[src/rtl/spi_stream_frame_sequencer.sv]
// Frame sequencer for the neural-data FIFO write port: magic header,
// frame counter, then one round-robin sample per source per trigger.
module spi_stream_frame_sequencer #(
   parameter int          N_SRC    = 4,
   parameter logic [15:0] MAGIC_LO = 16'h1999,
   parameter logic [15:0] MAGIC_HI = 16'hC691,
   parameter int          TIMEOUT  = 255
) (
   input  logic                 dataclk,
   input  logic                 reset_n,
   input  logic                 enable,
   input  logic                 frame_start,
   input  logic                 clear_flags,
   input  logic                 fifo_overflow,
   input  logic [16*N_SRC-1:0]  src_data,
   input  logic [N_SRC-1:0]     src_valid,
   output logic [N_SRC-1:0]     src_ready,
   output logic [15:0]          FIFO_DATA_STREAM,
   output logic                 FIFO_DATA_STREAM_WEN,
   output logic [31:0]          frame_count,
   output logic                 busy,
   output logic                 frame_missed,
   output logic [N_SRC-1:0]     src_timeout
);

   localparam int          IW       = (N_SRC > 1) ? $clog2(N_SRC) : 1;
   localparam logic [IW-1:0] IDX_LAST = IW'(N_SRC - 1);
   localparam logic [IW-1:0] IDX_ONE  = IW'(1);
   localparam logic [15:0] TMO      = 16'(TIMEOUT);

   typedef enum logic [2:0] {
      IDLE,
      HDR1,
      CNT0,
      CNT1,
      SRC
   } state_t;

   state_t            state_q, state_d;
   logic [IW-1:0]     idx_q, idx_d;
   logic [15:0]       timer_q, timer_d;
   logic [31:0]       snap_q, snap_d;
   logic [15:0]       data_q, data_d;
   logic              wen_q, wen_d;
   logic [31:0]       frame_cnt_q;
   logic              cnt_inc;
   logic              miss_q, miss_d;
   logic [N_SRC-1:0]  tmo_q, tmo_d, tmo_set;
   logic [15:0]       sel_data;
   logic              sel_valid;
   logic              start;

   assign start = (state_q == IDLE) & frame_start & enable & ~fifo_overflow;

   // Slot owner mux: only the current slot sees ready.
   always_comb begin
      sel_data  = '0;
      sel_valid = 1'b0;
      src_ready = '0;
      for (int i = 0; i < N_SRC; i++) begin
         if (idx_q == IW'(i)) begin
            sel_data     = src_data[16*i +: 16];
            sel_valid    = src_valid[i];
            src_ready[i] = (state_q == SRC);
         end
      end
   end

   always_comb begin
      state_d = state_q;
      idx_d   = idx_q;
      timer_d = timer_q;
      snap_d  = snap_q;
      data_d  = data_q;
      wen_d   = 1'b0;
      cnt_inc = 1'b0;
      tmo_set = '0;
      unique case (state_q)
         IDLE: begin
            if (start) begin
               data_d  = MAGIC_LO;
               wen_d   = 1'b1;
               snap_d  = frame_cnt_q;
               state_d = HDR1;
            end
         end
         HDR1: begin
            data_d  = MAGIC_HI;
            wen_d   = 1'b1;
            state_d = CNT0;
         end
         CNT0: begin
            data_d  = snap_q[15:0];
            wen_d   = 1'b1;
            state_d = CNT1;
         end
         CNT1: begin
            data_d  = snap_q[31:16];
            wen_d   = 1'b1;
            idx_d   = '0;
            timer_d = '0;
            state_d = SRC;
         end
         SRC: begin
            // Valid data wins over filler on the timeout edge.
            if (sel_valid || (timer_q == TMO)) begin
               data_d  = sel_valid ? sel_data : 16'h0000;
               wen_d   = 1'b1;
               timer_d = '0;
               if (!sel_valid) begin
                  tmo_set = N_SRC'(1) << idx_q;
               end
               if (idx_q == IDX_LAST) begin
                  idx_d   = '0;
                  cnt_inc = 1'b1;
                  state_d = IDLE;
               end else begin
                  idx_d = idx_q + IDX_ONE;
               end
            end else begin
               timer_d = timer_q + 16'd1;
            end
         end
         default: state_d = IDLE;
      endcase
   end

   always_comb begin
      miss_d = (frame_start & ((state_q != IDLE) | (enable & fifo_overflow)))
             | (miss_q & ~clear_flags);
      tmo_d  = tmo_set | (tmo_q & ~{N_SRC{clear_flags}});
   end

   always_ff @(posedge dataclk or negedge reset_n) begin
      if (!reset_n) begin
         state_q <= IDLE;
         idx_q   <= '0;
         timer_q <= '0;
         snap_q  <= '0;
         data_q  <= '0;
         wen_q   <= 1'b0;
         miss_q  <= 1'b0;
         tmo_q   <= '0;
      end else begin
         state_q <= state_d;
         idx_q   <= idx_d;
         timer_q <= timer_d;
         snap_q  <= snap_d;
         data_q  <= data_d;
         wen_q   <= wen_d;
         miss_q  <= miss_d;
         tmo_q   <= tmo_d;
      end
   end

   always_ff @(posedge dataclk or negedge reset_n) begin
      if (!reset_n) begin
         frame_cnt_q <= '0;
      end else if (cnt_inc) begin
         frame_cnt_q <= frame_cnt_q + 32'd1;
      end
   end

   assign FIFO_DATA_STREAM     = data_q;
   assign FIFO_DATA_STREAM_WEN = wen_q;
   assign frame_count          = frame_cnt_q;
   assign busy                 = (state_q != IDLE);
   assign frame_missed         = miss_q;
   assign src_timeout          = tmo_q;

endmodule

[config.mk]
export PLATFORM = sky130hd
export DESIGN_NAME = spi_stream_frame_sequencer
export DESIGN_NICKNAME = d
export VERILOG_FILES = /design/src/rtl/spi_stream_frame_sequencer.sv
export SDC_FILE = /design/constraint.sdc
export NUM_CORES = 1
export LEC_CHECK = 0
export ABC_AREA = 1
export CAP_MARGIN = 20
export CELL_PAD_IN_SITES_DETAIL_PLACEMENT = 1
export CELL_PAD_IN_SITES_GLOBAL_PLACEMENT = 1
export CORE_MARGIN = 3
export CORE_UTILIZATION = 38
export CTS_BUF_LIST = sky130_fd_sc_hd__clkbuf_8
export DETAILED_ROUTE_END_ITERATION = 8
export PLACE_DENSITY_LB_ADDON = 0.2
export SETUP_SLACK_MARGIN = 0.3
export SLEW_MARGIN = 5
export SYNTH_ARGS = -nofsm -noshare
export SYNTH_HDL_FRONTEND = slang
export SYNTH_SLANG_ARGS = --single-unit
[constraint.sdc]
create_clock -name dataclk -period 2.6 [get_ports dataclk]
set_clock_uncertainty 0.15 [all_clocks]
set_input_delay 0.26 -clock dataclk [delete_from_list [all_inputs] [get_ports dataclk]]
set_output_delay 0.26 -clock dataclk [all_outputs]
set_load 0.01 [all_outputs]
Figure 1. Power grid (run 1).
(3 px per µm) Pins as bars on the die edge.
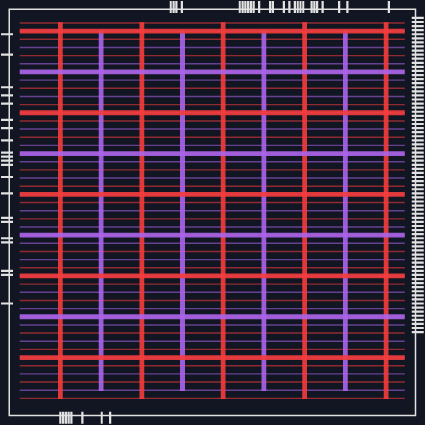
legend:
  VDD:
    color: purple
  VSS:
    color: red
met4 straps: 9
rows: 46
signal pins: 133
VDD IR max: 0.000407 V
Core Region: 16100 µm²
DIE HEIGHT: 135 µm

Figure 2. Register map, names as in the netlist (run 1).
(3 px per µm) Other sequential cells in the stronger gray, the rest of the logic in the fainter gray.
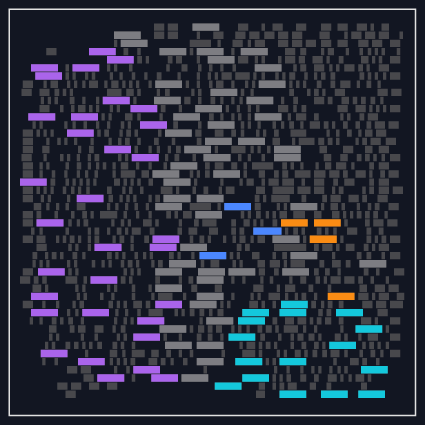
legend:
  frame_count:
    color: purple
    placed_flops: 32
  src_timeout:
    color: orange
    placed_flops: 4
    where: right middle
  timer_q:
    color: cyan
    placed_flops: 16
  state_q:
    color: blue
    placed_flops: 3
Final Core Density: 0.507
P_seq: 0.00248 W
sequential share of cell area: 0.329
Storage cell area: 2680 µm²

==> flow_summary.yaml, run 1 <==
# yosys + openroad results
run_status:
  status: "finished clean"
logic_synthesis:
  top_area_frac: 0.424
  synth-simple-area-share: 0.335
  top_cells_by_area: "dfrtp_1, nand2_1, inv_1"
  ys_sh_adder: 0.0119
  logic_family: "simple AND/OR/NAND/NOR gates"
  async_reset_ff_frac: 1.00
  ys_chip_area_um2: 6310
  yosysMostFrequentCell: "nand2_1"
timing:
  slew_violations: 0
  finalHoldViolCount: 0
  period_used_share: 0.818
  fin_hold_ws_ps: 281
global_route:
  use_met2: 0.411
  antenna_found_initial: 0
  top_usage_layer: "met2"
setup_path:
  timing.rr.end: "frame_count[4]"
  worstPathRequired_ps: 2740
  reg2reg_depth: 12
  cpMaxStageDelayCell: "dfrtp_1"
power:
  p_clk_w: 0.00102
die:
  pin_count: 133
finish:
  antennaDiodeCount: 0
  finalNonFillerCells: 1252
  layout_top_cells: "nand2_1, clkdlybuf4s50_1, dfrtp_1, inv_1, nor2_1"
  buffer_area_frac: 0.183
  post-route-cell-area_um2: 8140
  area_delta_synth_final_pct: 28.9
  clock_buffers: 9
place:
  pre_cts_slack_ps: 198
clock_network:
  cts_tree: "yes"
  cts_max_path_buffers: 2
  cts.htree.levels: 3
routing:
  dr.max_layer_used: "met4"
  drt_iter0_drc: 318
  drc_errors: 0
Figure 3. Local utilization (run 1).
(3 px per µm) The die is cut into 13 by 13 equal tiles; black is low, pale yellow is high, 0 to 100% covered.
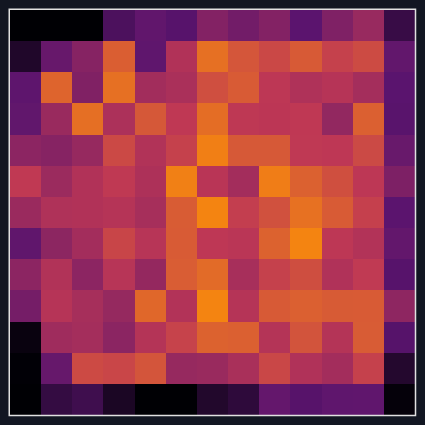
mean over tiles: 43%
densest ninth of the die: middle
fullest tile: 73%
nearly empty tiles: 4.7%
FP Core Util: 0.393

==> run 1 -> run 2 <==
--- a/config.mk
+++ b/config.mk
@@ -10,7 +10,7 @@
 export CELL_PAD_IN_SITES_DETAIL_PLACEMENT = 1
 export CELL_PAD_IN_SITES_GLOBAL_PLACEMENT = 1
 export CORE_MARGIN = 3
-export CORE_UTILIZATION = 38
+export CORE_UTILIZATION = 34
 export CTS_BUF_LIST = sky130_fd_sc_hd__clkbuf_8
 export DETAILED_ROUTE_END_ITERATION = 8
 export PLACE_DENSITY_LB_ADDON = 0.2
==> constraint.sdc (replaced) <==
create_clock -name dataclk -period 1.8 [get_ports dataclk]
set_clock_uncertainty 0.15 [all_clocks]
set_input_delay 0.18 -clock dataclk [delete_from_list [all_inputs] [get_ports dataclk]]
set_output_delay 0.18 -clock dataclk [all_outputs]
set_load 0.01 [all_outputs]
Figure 4. Power grid (run 2).
(3 px per µm) Pins as bars on the die edge.
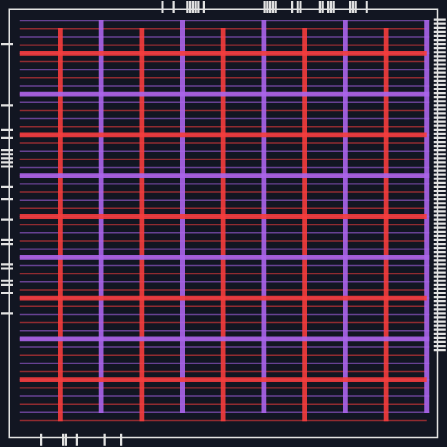
legend:
  VDD:
    color: purple
  VSS:
    color: red
met4 straps: 10
rows: 49
signal pins: 133
met1 rails: 50
VDD IR max: 0.000686 V
DIE HEIGHT: 142 µm

Figure 5. Register map, names as in the netlist (run 2).
(3 px per µm) Other sequential cells in the stronger gray, the rest of the logic in the fainter gray.
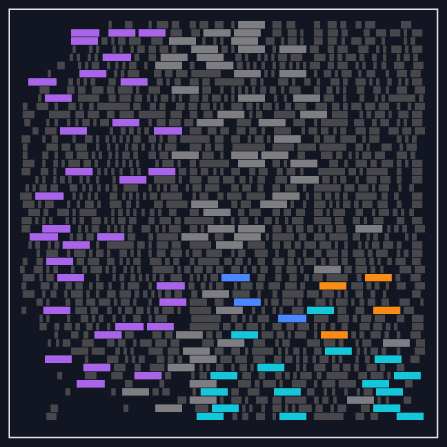
legend:
  frame_count:
    color: purple
    placed_flops: 32
    where: a column on the left
  state_q:
    color: blue
    placed_flops: 3
  timer_q:
    color: cyan
    placed_flops: 16
  src_timeout:
    color: orange
    placed_flops: 4
P_seq: 0.00368 W
sequential share of cell area: 0.243
Storage cell area: 2690 µm²

==> flow_summary.yaml, run 2 <==
# yosys + openroad results
setup_path:
  timing.rr.end: "frame_count[25]"
  cpMaxStageDelayCell: "dfrtp_1"
  worstPathRequired_ps: 1940
global_route:
  antenna_found_initial: 0
finish:
  fin_util: 0.613
  clock_buffers: 10
clock_network:
  cts.htree.levels: 3
  cts_max_path_buffers: 2
  cts_tree: "yes"
die:
  pin_count: 133
routing:
  dr.max_layer_used: "met4"
  drt_iter0_drc: 603
timing:
  slew_violations: 0
  setup_violations: 88
  finalWorstSetupSlack_ps: -322
  finalHoldViolCount: 0
run_status:
  status: "finished, violations left"
  violations: "setup timing"
place:
  pre_cts_slack_ps: -220
logic_synthesis:
  ys_chip_area_um2: 6310
Figure 6. The metal 2 layer (run 2).
(3 px per µm)
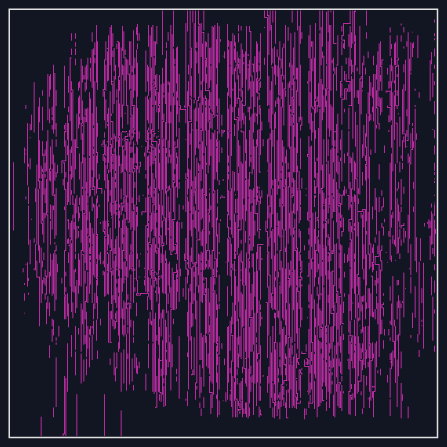
main direction: vertical
wire length on this layer: 17400 µm
nets with wire on the layer: 1194
final wirelength: 35000 µm
vias: 8059
grt met2 use: 0.547

==> run 2 -> run 3 <==
--- a/config.mk
+++ b/config.mk
@@ -12,6 +12,7 @@
 export CORE_MARGIN = 3
 export CORE_UTILIZATION = 34
 export CTS_BUF_LIST = sky130_fd_sc_hd__clkbuf_8
+export CTS_CLUSTER_SIZE = 40
 export DETAILED_ROUTE_END_ITERATION = 8
 export PLACE_DENSITY_LB_ADDON = 0.2
 export SETUP_SLACK_MARGIN = 0.3
Figure 7. Local utilization (run 3).
(3 px per µm) The die is cut into 14 by 14 equal tiles; black is low, pale yellow is high, 0 to 100% covered.
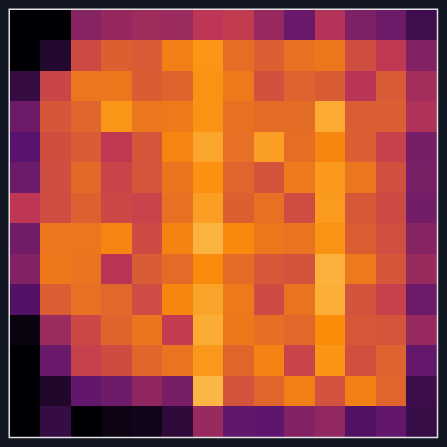
mean over tiles: 53%
nearly empty tiles: 3.6%
tiles over 75% full: 11%
Core Region: 18100 µm²
Final Core Density: 0.613

Figure 8. Clock wiring as the flow saved it (run 3).
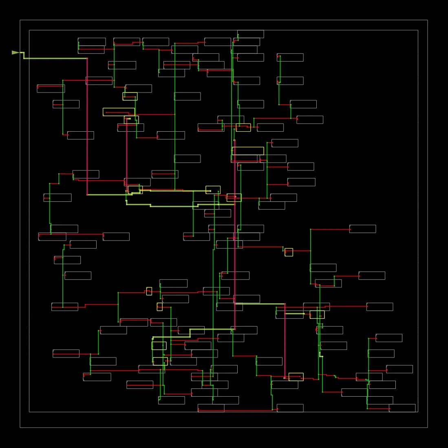
layout clock buffer count: 10
power in the clock group: 0.00182 W
cts bufs inserted: 9
FFs & Latches: 107
clock tree sinks: 107

==> flow_summary.yaml, run 3 <==
# yosys + openroad results
run_status:
  status: "finished, violations left"
  violations: "setup timing"
timing:
  setup_violations: 88
  finalWorstSetupSlack_ps: -322
  finalHoldViolCount: 0
  slew_violations: 0
clock_network:
  cts_max_path_buffers: 2
  cts_tree: "yes"
  cts.htree.levels: 3
finish:
  regArea_um2: 2690
  seq_share: 0.243
power:
  seq-power_w: 0.00368
routing:
  drt_iter0_drc: 603
  dr.max_layer_used: "met4"
setup_path:
  worstPathRequired_ps: 1940
  cpMaxStageDelayCell: "dfrtp_1"
global_route:
  use_met2: 0.547
place:
  pre_cts_slack_ps: -220
die:
  pin_count: 133
logic_synthesis:
  ys_chip_area_um2: 6310
Figure 9. Power grid (run 3).
(3 px per µm) Pins as bars on the die edge.
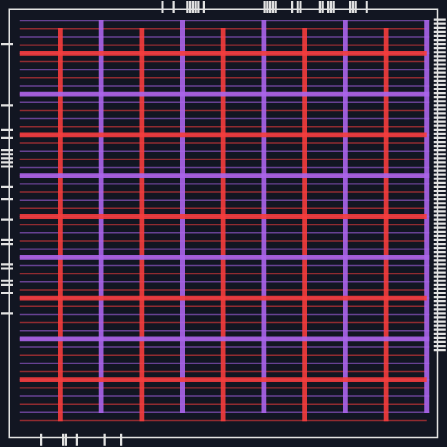
legend:
  VDD:
    color: purple
  VSS:
    color: red
met1 rails: 50
met5 straps: 9
die span in x: 142 µm

Power is estimated from default activity; no workload was simulated.
